===== src/rtl/booth_pkg.sv =====
// Shared types and helpers for the shared Booth multiplier scheduler.
package booth_pkg;

    // Scheduler states.
    typedef enum logic [1:0] {
        IDLE = 2'd0,
        RUN  = 2'd1,
        DONE = 2'd2
    } state_t;

    // Default operand width.
    localparam int BOOTH_W = 8;

    // Widest requester vector the arbiter helper handles.
    localparam int NREQ_MAX = 8;

    // Index of the first set bit of vld at or above ptr, wrapping at nreq.
    // Returns 0 when nothing is set; callers qualify with |vld.
    function automatic logic [2:0] rr_first(
        input logic [NREQ_MAX-1:0] vld,
        input logic [2:0]          ptr,
        input int                  nreq
    );
        logic [2:0] pick;
        logic [2:0] idx3;
        logic       found;
        int         idx;
        pick  = '0;
        found = 1'b0;
        for (int i = 0; i < NREQ_MAX; i++) begin
            idx  = (int'(ptr) + i) % nreq;
            idx3 = 3'(idx);
            if (!found && (i < nreq) && vld[idx3]) begin
                pick  = idx3;
                found = 1'b1;
            end
        end
        return pick;
    endfunction

endpackage


===== src/rtl/booth_step.sv =====
// One radix-2 Booth iteration: conditional add/subtract of M into A,
// then arithmetic shift right of {A,Q,Qm1}. Purely combinational.
module booth_step
    import booth_pkg::*;
#(
    parameter int W = BOOTH_W
) (
    input  logic [W:0]   a,
    input  logic [W-1:0] q,
    input  logic         qm1,
    input  logic [W:0]   m,
    output logic [W:0]   a_next,
    output logic [W-1:0] q_next,
    output logic         qm1_next
);

    logic [W:0] sum;

    // Booth recoding of the two low multiplier bits selects -M, +M or 0.
    always_comb begin
        case ({q[0], qm1})
            2'b10:   sum = a - m;
            2'b01:   sum = a + m;
            default: sum = a;
        endcase
    end

    // Shift right by one; the A sign bit is replicated, the old Qm1 drops out.
    assign {a_next, q_next, qm1_next} = {sum[W], sum, q};

endmodule


===== src/rtl/booth_mul_sched.sv =====
// Round-robin scheduler sharing one sequential Booth multiplier among
// NREQ requesters, with a valid/ready response port.
//
// state | meaning
// ------+---------------------------------------------------------------
// IDLE  | arbitrating; req_ready strobes the granted requester
// RUN   | one Booth iteration per clock, count tracks remaining steps
// DONE  | product and requester ID held on the response port
module booth_mul_sched
    import booth_pkg::*;
#(
    parameter  int W    = BOOTH_W,
    parameter  int NREQ = 4,
    localparam int IDW  = $clog2(NREQ)
) (
    input  logic              clk,
    input  logic              rst,
    input  logic [NREQ-1:0]   req_valid,
    input  logic [NREQ*W-1:0] req_m,
    input  logic [NREQ*W-1:0] req_q,
    output logic [NREQ-1:0]   req_ready,
    output logic              rsp_valid,
    output logic [IDW-1:0]    rsp_id,
    output logic [2*W-1:0]    rsp_product,
    input  logic              rsp_ready,
    output logic              busy
);

    localparam int CW = $clog2(W + 1);

    state_t         state;
    state_t         state_nxt;
    logic [W:0]     a_r;
    logic [W:0]     m_r;
    logic [W-1:0]   q_r;
    logic           qm1_r;
    logic [W:0]     a_stp;
    logic [W-1:0]   q_stp;
    logic           qm1_stp;
    logic [CW-1:0]  count;
    logic [IDW-1:0] tag;
    logic [IDW-1:0] rr_ptr;
    logic [IDW-1:0] grant;
    logic [W-1:0]   m_sel;
    logic [W-1:0]   q_sel;
    logic           any_vld;
    logic           take;

    assign any_vld = |req_valid;
    assign grant   = IDW'(rr_first(NREQ_MAX'(req_valid), 3'(rr_ptr), NREQ));
    assign m_sel   = req_m[grant*W +: W];
    assign q_sel   = req_q[grant*W +: W];

    booth_step #(.W(W)) u_step (
        .a        (a_r),
        .q        (q_r),
        .qm1      (qm1_r),
        .m        (m_r),
        .a_next   (a_stp),
        .q_next   (q_stp),
        .qm1_next (qm1_stp)
    );

    // Next-state and grant decode; a grant is never offered while rst is high.
    always_comb begin
        state_nxt = state;
        req_ready = '0;
        take      = 1'b0;
        case (state)
            IDLE: begin
                if (any_vld && !rst) begin
                    req_ready[grant] = 1'b1;
                    take             = 1'b1;
                    state_nxt        = RUN;
                end
            end
            RUN: begin
                if (count == CW'(1)) begin
                    state_nxt = DONE;
                end
            end
            DONE: begin
                if (rsp_ready) begin
                    state_nxt = IDLE;
                end
            end
            default: state_nxt = IDLE;
        endcase
    end

    // State register.
    always_ff @(posedge clk) begin
        if (rst) begin
            state <= IDLE;
        end else begin
            state <= state_nxt;
        end
    end

    // Operand capture at grant and Booth iteration while running.
    always_ff @(posedge clk) begin
        if (rst) begin
            a_r   <= '0;
            m_r   <= '0;
            q_r   <= '0;
            qm1_r <= 1'b0;
            count <= '0;
            tag   <= '0;
        end else if (take) begin
            a_r   <= '0;
            m_r   <= {m_sel[W-1], m_sel};
            q_r   <= q_sel;
            qm1_r <= 1'b0;
            count <= CW'(W);
            tag   <= grant;
        end else if (state == RUN) begin
            a_r   <= a_stp;
            q_r   <= q_stp;
            qm1_r <= qm1_stp;
            count <= count - CW'(1);
        end
    end

    // Round-robin pointer moves just past the requester that won.
    always_ff @(posedge clk) begin
        if (rst) begin
            rr_ptr <= '0;
        end else if (take) begin
            rr_ptr <= (grant == IDW'(NREQ - 1)) ? '0 : grant + IDW'(1);
        end
    end

    // The response port is gated by DONE so it reads zero at all other times.
    assign busy        = (state != IDLE);
    assign rsp_valid   = (state == DONE);
    assign rsp_id      = rsp_valid ? tag : '0;
    assign rsp_product = rsp_valid ? {a_r[W-1:0], q_r} : '0;

endmodule


===== config.mk =====
export PLATFORM = sky130hd
export DESIGN_NAME = booth_mul_sched
export DESIGN_NICKNAME = d
export VERILOG_FILES = /design/src/rtl/booth_pkg.sv /design/src/rtl/booth_step.sv /design/src/rtl/booth_mul_sched.sv
export SDC_FILE = /design/constraint.sdc
export NUM_CORES = 1
export LEC_CHECK = 0
export ABC_AREA = 1
export CORE_MARGIN = 2
export CORE_UTILIZATION = 43
export CTS_CLUSTER_SIZE = 20
export DETAILED_ROUTE_END_ITERATION = 16
export GPL_ROUTABILITY_DRIVEN = 1
export PLACE_DENSITY = 0.81
export SLEW_MARGIN = 20
export SYNTH_ARGS = -nofsm -noshare
export SYNTH_HDL_FRONTEND = slang
export SYNTH_SLANG_ARGS = --single-unit
export TNS_END_PERCENT = 20

===== constraint.sdc =====
create_clock -name clk -period 2.2 [get_ports clk]
set_clock_uncertainty 0.05 [all_clocks]
set_input_delay 0.22 -clock clk [delete_from_list [all_inputs] [get_ports clk]]
set_output_delay 0.22 -clock clk [all_outputs]
set_load 0.005 [all_outputs]

==> run_1/floorplan.png <==
Bar = 20 um. Pins as bars on the die edge. Tap cells in grey.
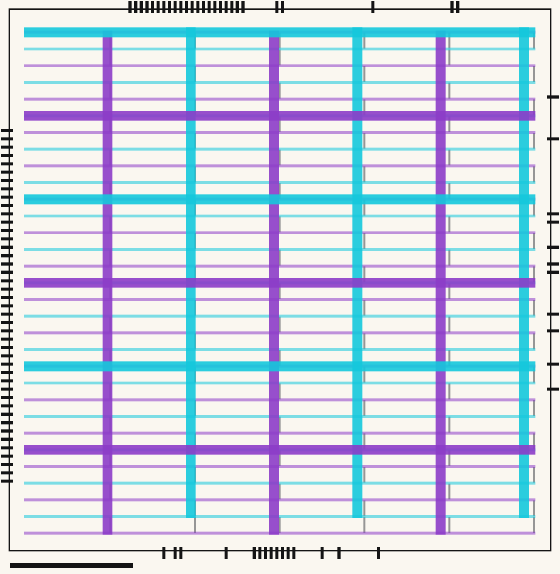
- VDD: cyan
- VSS: purple
- met4 straps: 6
- met1 rails: 31
- rows: 30
- signal pins: 95
- tap cells: 96
Core ar.: 0.00679 sq mm
width of the die: 88.0 um
die height: 88.0 um
Max rail drop VDD: 1.21 mV

==> run_1/util_map.png <==
Bar = 20 um. The die is cut into 9 by 9 equal tiles; white is low, dark blue is high, 0 to 100% covered.
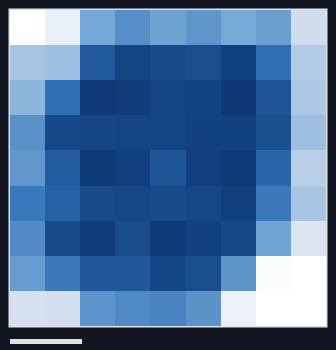
- emptiest ninth of the die: bottom right
- mean over tiles: 66%
- densest ninth of the die: middle
- nearly empty tiles: 6.2%
- tiles over 75% full: 51%
- fullest tile: 97%

==> run_1/ff_map.png <==
Bar = 20 um. Other sequential cells in the stronger grey, the rest of the logic in the fainter grey.
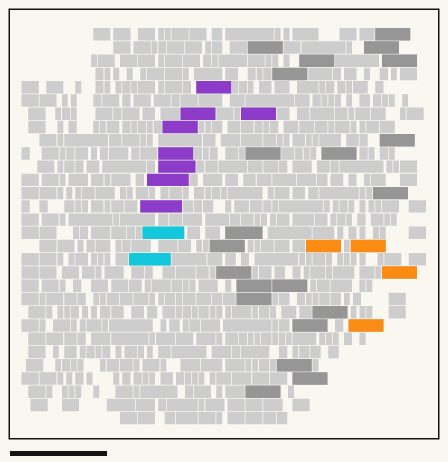
- m_r: purple (flops 8)
- rr_ptr: cyan (flops 2)
- count: orange (flops 4; where right middle)
- not coloured: 21
power attributed to sequential cells: 0.977 mW
final core area utilization: 0.773
share of the final layout cell area in sequential cells: 0.137
storage element area: 718 sq um

==> run 1: power by group through the flow <==
stage / logic [mW] / clock network [mW] / registers (mW)
finish: 6.16 / 0.504 / 0.977
global route: 6.63 / 0.534 / 0.993
CTS: 4.63 / 0.487 / 0.922
detailed placement: 3.94 / 0 / 0.913
global placement: 3.82 / 0 / 0.905
floorplan: 2.82 / 0 / 0.887
==> run 1: metal layers <==
metal  vias to the layer above  track usage
met1                      1839        0.316
met2                       262        0.456
li1                       1888            -
met4                         0        0.112
met3                        55       0.0264
met5                         -            0
==> run 1: worst register-to-register path: cells and delay by family (launching register included) <==
kind	cells	cell delay (ns)
AOI/OAI and AO/OA	3	0.57
and+or+nand+nor	6	0.61
DFF	1	0.39
buffers and inverters	8	0.83
==> run 1: sequential cells by signal, indices dropped and copies added (netlist names) <==
| register | flops |
|---|---|
| tag | 2 |
| state | 2 |
| m_r | 8 |
| q_r | 8 |
| qm1_r | 1 |
| a_r | 8 |
| count | 4 |
| rr_ptr | 2 |
==> run 1: worst max-delay path by stage <==
stage / start / to / cells past startpoint
global route: rr_ptr[0]$_SDFFE_PP0P_ / q_r[0]$_SDFFE_PP0P_ / 17
detailed placement: req_valid[1] / req_ready[1] / 14
floorplan: m_r[0]$_SDFFE_PP0P_ / a_r[7]$_SDFFE_PP0P_ / 16
CTS: rr_ptr[0]$_SDFFE_PP0P_ / req_ready[0] / 16
finish: rr_ptr[0]$_SDFFE_PP0P_ / q_r[0]$_SDFFE_PP0P_ / 17
global placement: req_valid[3] / req_ready[3] / 15
==> run 1: logic make-up (layout without fill, tap and decap cells) <==
group                      after synthesis  in the layout  synth area share
AOI/OAI and AO/OA                       84             84             0.158
xor gates and xnor gates                 9              9            0.0260
adders and majority gates               18             18            0.0768
buffers and inverters                  109            266             0.152
DFF                                     35             35             0.231
and+or+nand+nor                        241            241             0.356
==> run 1: through the flow <==
stage / utilization / setup WS (ns) / setup TNS [ns]
2_1_floorplan: - / -0.0248 / -0.0248
3_3_place_gp: 0.641 / -0.417 / -2.07
3_5_place_dp: 0.641 / -0.475 / -4.05
4_1_cts: 0.693 / -0.247 / -1.23
5_1_grt: 0.773 / -0.482 / -7.26
6_report: 0.773 / -0.362 / -4.51
==> run 1: synth_stat cells (all sizes together) (3+ instances only) <==
cell type,count,share of area
a21oi,29,0.050
buf,9,0.024
clkbuf,8,0.0099
dfxtp,35,0.23
ha,17,0.070
inv,90,0.11
nand2,136,0.18
nand3,46,0.076
nand3b,8,0.020
nor2,44,0.060
nor3,3,0.0050
o21a,3,0.0074
o21ai,31,0.051
o22ai,11,0.023
xor2,8,0.023
==> run 1: layout make-up <==
cell class                      count  share of cell area
Clock buffer                        6              0.0157
Clock inverter                      1            0.000953
Inverter                           92              0.0712
Multi-Input combinational cell    352               0.457
Sequential cell                    35               0.137
Tap cell                           96              0.0229
Timing Repair Buffer              167               0.296
==> run 1: timing repair <==
item	in CTS	in global routing
pin swaps	19	53
resized	48	117
endpoints found under the setup margin	12	39
buffers inserted	15	14
gates cloned	1	0
==> summary.txt, run 1 <==
State of the implementation.

- The run finished, with violations left.
- The final reports fail on setup timing.
- Port buffering added 94 buffers.
- The layout report lists the multi-input gate area as 0.00240 sq mm.
- The number of buffers inserted during clock tree synthesis is 5, for reference.
- Looking at the clock tree report, the H-tree level count equals 2.
- The routed layout has 4044 vias.
- STA lists the startpoint of the worst register-to-register path as rr_ptr[0]$_SDFFE_PP0P_.
- The clock passes through at most 2 buffers.
- The fraction of registers with async set or reset after synthesis is 0, for reference.
- The worst slew slack as a fraction of its limit is 0.773, for reference.
- For this run, the final setup violation count is recorded as 27.
- At the floorplan stage, the core utilization is reported as 0.446.
- The post-layout worst setup margin is -0.362 ns, for reference.
- The most common logic cell in the routed design is sky130_fd_sc_hd__nand2_1, for reference.
- The DRC violation total left in the routed layout is recorded as 0.
- The count of mapped cells out of synthesis is 496, for reference.
- In this run the full chip footprint comes out at 0.00774 sq mm.
- For this run, the total global-route usage over all layers was measured as 0.258.
- Detailed routing placed a total of 934 um of wire on met3.
- In the layout the commonest cells are sky130_fd_sc_hd__nand2_1, sky130_fd_sc_hd__clkdlybuf4s50_1, sky130_fd_sc_hd__inv_1, sky130_fd_sc_hd__buf_4, sky130_fd_sc_hd__nor2_1.
- The yosys stat cell total is 496, for reference.
- The weighted congestion at the end of routability-driven global placement is 0.893, for reference.
- The synthesized netlist net count is 585, for reference.
- The register area share after synthesis is 0.231, for reference.
- The stage-log warning count is 34, for reference.
- The cell area after placement is 0.00435 sq mm, for reference.
- The yosys synthesis chip area is 0.00303 sq mm, for reference.
==> run_1/placed.png <==
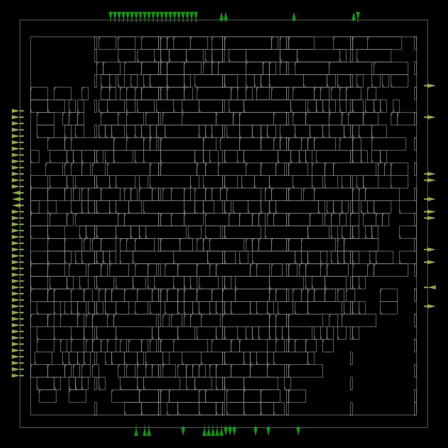

==> run 2, diff against run 1 <==
clock period = 2.34 ns   (was 2.2 ns; I/O delays follow)
==> run_2/placed.png <==
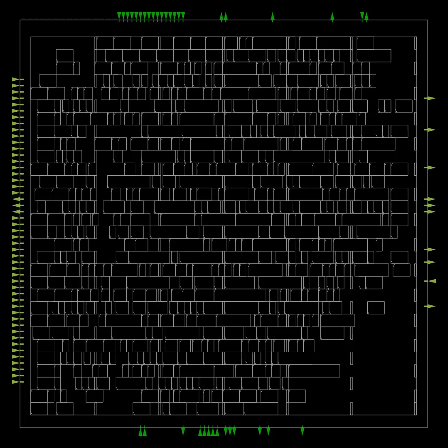
final core area utilization: 0.713
count of standard-cell rows: 30
filler cell count in the final layout: 535
share of the final layout cell area in sequential cells: 0.147

==> run 2 against run 1 <==
Net effect:
- worst hold slack worse by 0.021 ns
- wire length fell by 9.6%
- clock-buffer cell count decreased by 1
- clock power up 38%
- global-route usage is 2.7 points lower
- the flow still finishes with violations (setup timing)
- maximum frequency decreased by 4.2%
==> summary.txt, run 2 <==
State of the implementation.

- The run finished, with violations left.
- The checks that failed: setup timing.
- The register area share after synthesis is 0.231, for reference.
- The commonest cells after synthesis are sky130_fd_sc_hd__nand2_1, sky130_fd_sc_hd__inv_1, sky130_fd_sc_hd__nand3_1.
- Looking at the VDD voltage map, the peak drop is 0.895 mV.
- The post-layout worst setup margin is -0.336 ns, for reference.
- The placeable core region is 0.00679 sq mm, for reference.
- The number of buffers between clock root and the deepest sink is 2, for reference.
- The number of cells reported by Yosys stat comes to 496.
- Summed over all instances, the cell type with the most area after synthesis is sky130_fd_sc_hd__dfxtp_1.
- Per the TritonCTS log, the buffer count is 5.
- The overall global routing resource usage is 0.231, for reference.
- The placed instances occupy a cell area of 0.00428 sq mm.
- The top cell type's share of synthesized area is 0.231, for reference.
- The die is 88.0 um wide.
- In the final layout, the registers with the most flip-flops are a_r (8), m_r (8), q_r (8).
- The stage-log warning count is 33, for reference.
- The most common logic cells in the final layout are sky130_fd_sc_hd__nand2_1, sky130_fd_sc_hd__clkdlybuf4s50_1, sky130_fd_sc_hd__inv_1, sky130_fd_sc_hd__buf_4, sky130_fd_sc_hd__nand3_1.
- Sequential cells consume a total of 0.890 mW.
- Counting only logic cells after layout, the most numerous master is sky130_fd_sc_hd__nand2_1.
- Endpoints with negative setup slack in the final report add up to 9.
- Adding up every negative setup slack in the final design gives -0.920 ns.
- The synthesized netlist net count is 585, for reference.
- In this run the number of H-tree levels came out at 2.
- In this run, power in the clock network comes to 0.693 mW.
- Combinational cells consume a total of 4.62 mW.
- The share of the core filled by cells before placement is 0.446, for reference.
- The pre-CTS setup slack is -0.381 ns, for reference.
- The count of mapped cells out of synthesis is 496, for reference.
==> run_2/port_trees.png <==
Bar = 20 um.
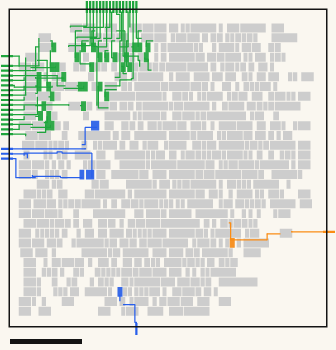
- req_ready: blue (direction output; edge 3 left, 1 bottom; end cells 4; buffers 4; wire 99.5 um)
- rsp_valid: orange (direction output; edge right; end cells 1; buffers 1; wire 30.0 um)
- req_m: green (direction input; edge 16 left, 16 top; end cells 32; buffers 32; wire 515 um)
count of port buffers added during placement: 94
I/O pins: 95

run 2: cell count changes in the layout (fill, tap and decap cells not counted), moves of 3 or more:
cell | before | now
sky130_fd_sc_hd__nand2_2 | 16 | 12
sky130_fd_sc_hd__a21oi_2 | 11 | 5
sky130_fd_sc_hd__nor2_1 | 37 | 40
sky130_fd_sc_hd__nand3_2 | 10 | 1
sky130_fd_sc_hd__o21ai_2 | 7 | 2
sky130_fd_sc_hd__inv_1 | 73 | 77
sky130_fd_sc_hd__nand3_1 | 35 | 43
sky130_fd_sc_hd__ha_1 | 6 | 12
sky130_fd_sc_hd__a21oi_1 | 18 | 24
sky130_fd_sc_hd__buf_6 | 13 | 1
sky130_fd_sc_hd__ha_4 | 11 | 4
sky130_fd_sc_hd__buf_4 | 58 | 44
sky130_fd_sc_hd__o21ai_1 | 16 | 20
run 2: layout make-up:
| class | instances | area (sq um) |
|---|---|---|
| Inverter | 92 | 379 |
| Multi-Input combinational cell | 352 | 2160 |
| Clock inverter | 3 | 67.6 |
| Fill cell | 535 | 1950 |
| Clock buffer | 5 | 68.8 |
| Tap cell | 96 | 120 |
| Sequential cell | 35 | 711 |
| Timing Repair Buffer | 142 | 1330 |
run 2: per-layer routing:
layer | share of wire | vias up | GRT usage
met1 | 0.39 | 1783 | 0.294
li1 | - | 1829 | -
met3 | 0.088 | 42 | 0.0452
met4 | 0.028 | 0 | 0.0490
met5 | 0 | - | 0
met2 | 0.49 | 264 | 0.406
run 2: worst max-delay path, delay by kind of cell, from the launching register on:
family                     cells  cell delay (ns)
AOI/OAI and AO/OA              5             0.76
and+or+nand+nor                6             0.64
buffers and inverters          2             0.33
DFF                            1             0.32
adders and majority gates      1             0.31
xor gates and xnor gates       1             0.18
run 2: worst max path at each step:
stage / slack [ns] / to / start
2_1_floorplan: 0.02 / a_r[7]$_SDFFE_PP0P_ / m_r[0]$_SDFFE_PP0P_
3_3_place_gp: -0.27 / req_ready[0] / req_valid[3]
3_5_place_dp: -0.38 / req_ready[0] / req_valid[1]
4_1_cts: -0.11 / a_r[7]$_SDFFE_PP0P_ / m_r[1]$_SDFFE_PP0P_
5_1_grt: -0.44 / a_r[7]$_SDFFE_PP0P_ / m_r[1]$_SDFFE_PP0P_
6_report: -0.34 / a_r[7]$_SDFFE_PP0P_ / m_r[1]$_SDFFE_PP0P_
run 2: repair_timing:
item / in CTS / in global routing
endpoints found under the setup margin: 9 / 28
gates resized: 31 / 80
pin swaps: 14 / 43
gates cloned: 0 / 1
endpoints found under the hold margin: 0 / 0
buffers inserted: 2 / 10
run 2: per-stage QoR:
| step | total power, mW | hold slack (ns) |
|---|---|---|
| finish | 6.20 | 0.437 |
| global route | 6.65 | 0.459 |
| CTS | 5.32 | 0.430 |
| detailed placement | 4.50 | 0.418 |
| global placement | 4.39 | 0.402 |
| floorplan | 3.45 | 0.395 |
run 2: cells by family after synthesis:
logic type | after synthesis | synth area share
buf+inv | 109 | 0.152
xor+xnor | 9 | 0.0260
simple gates | 241 | 0.356
flops | 35 | 0.231
compound gates | 84 | 0.158
fa+ha+maj | 18 | 0.0768
Power is estimated from default activity; no workload was simulated.
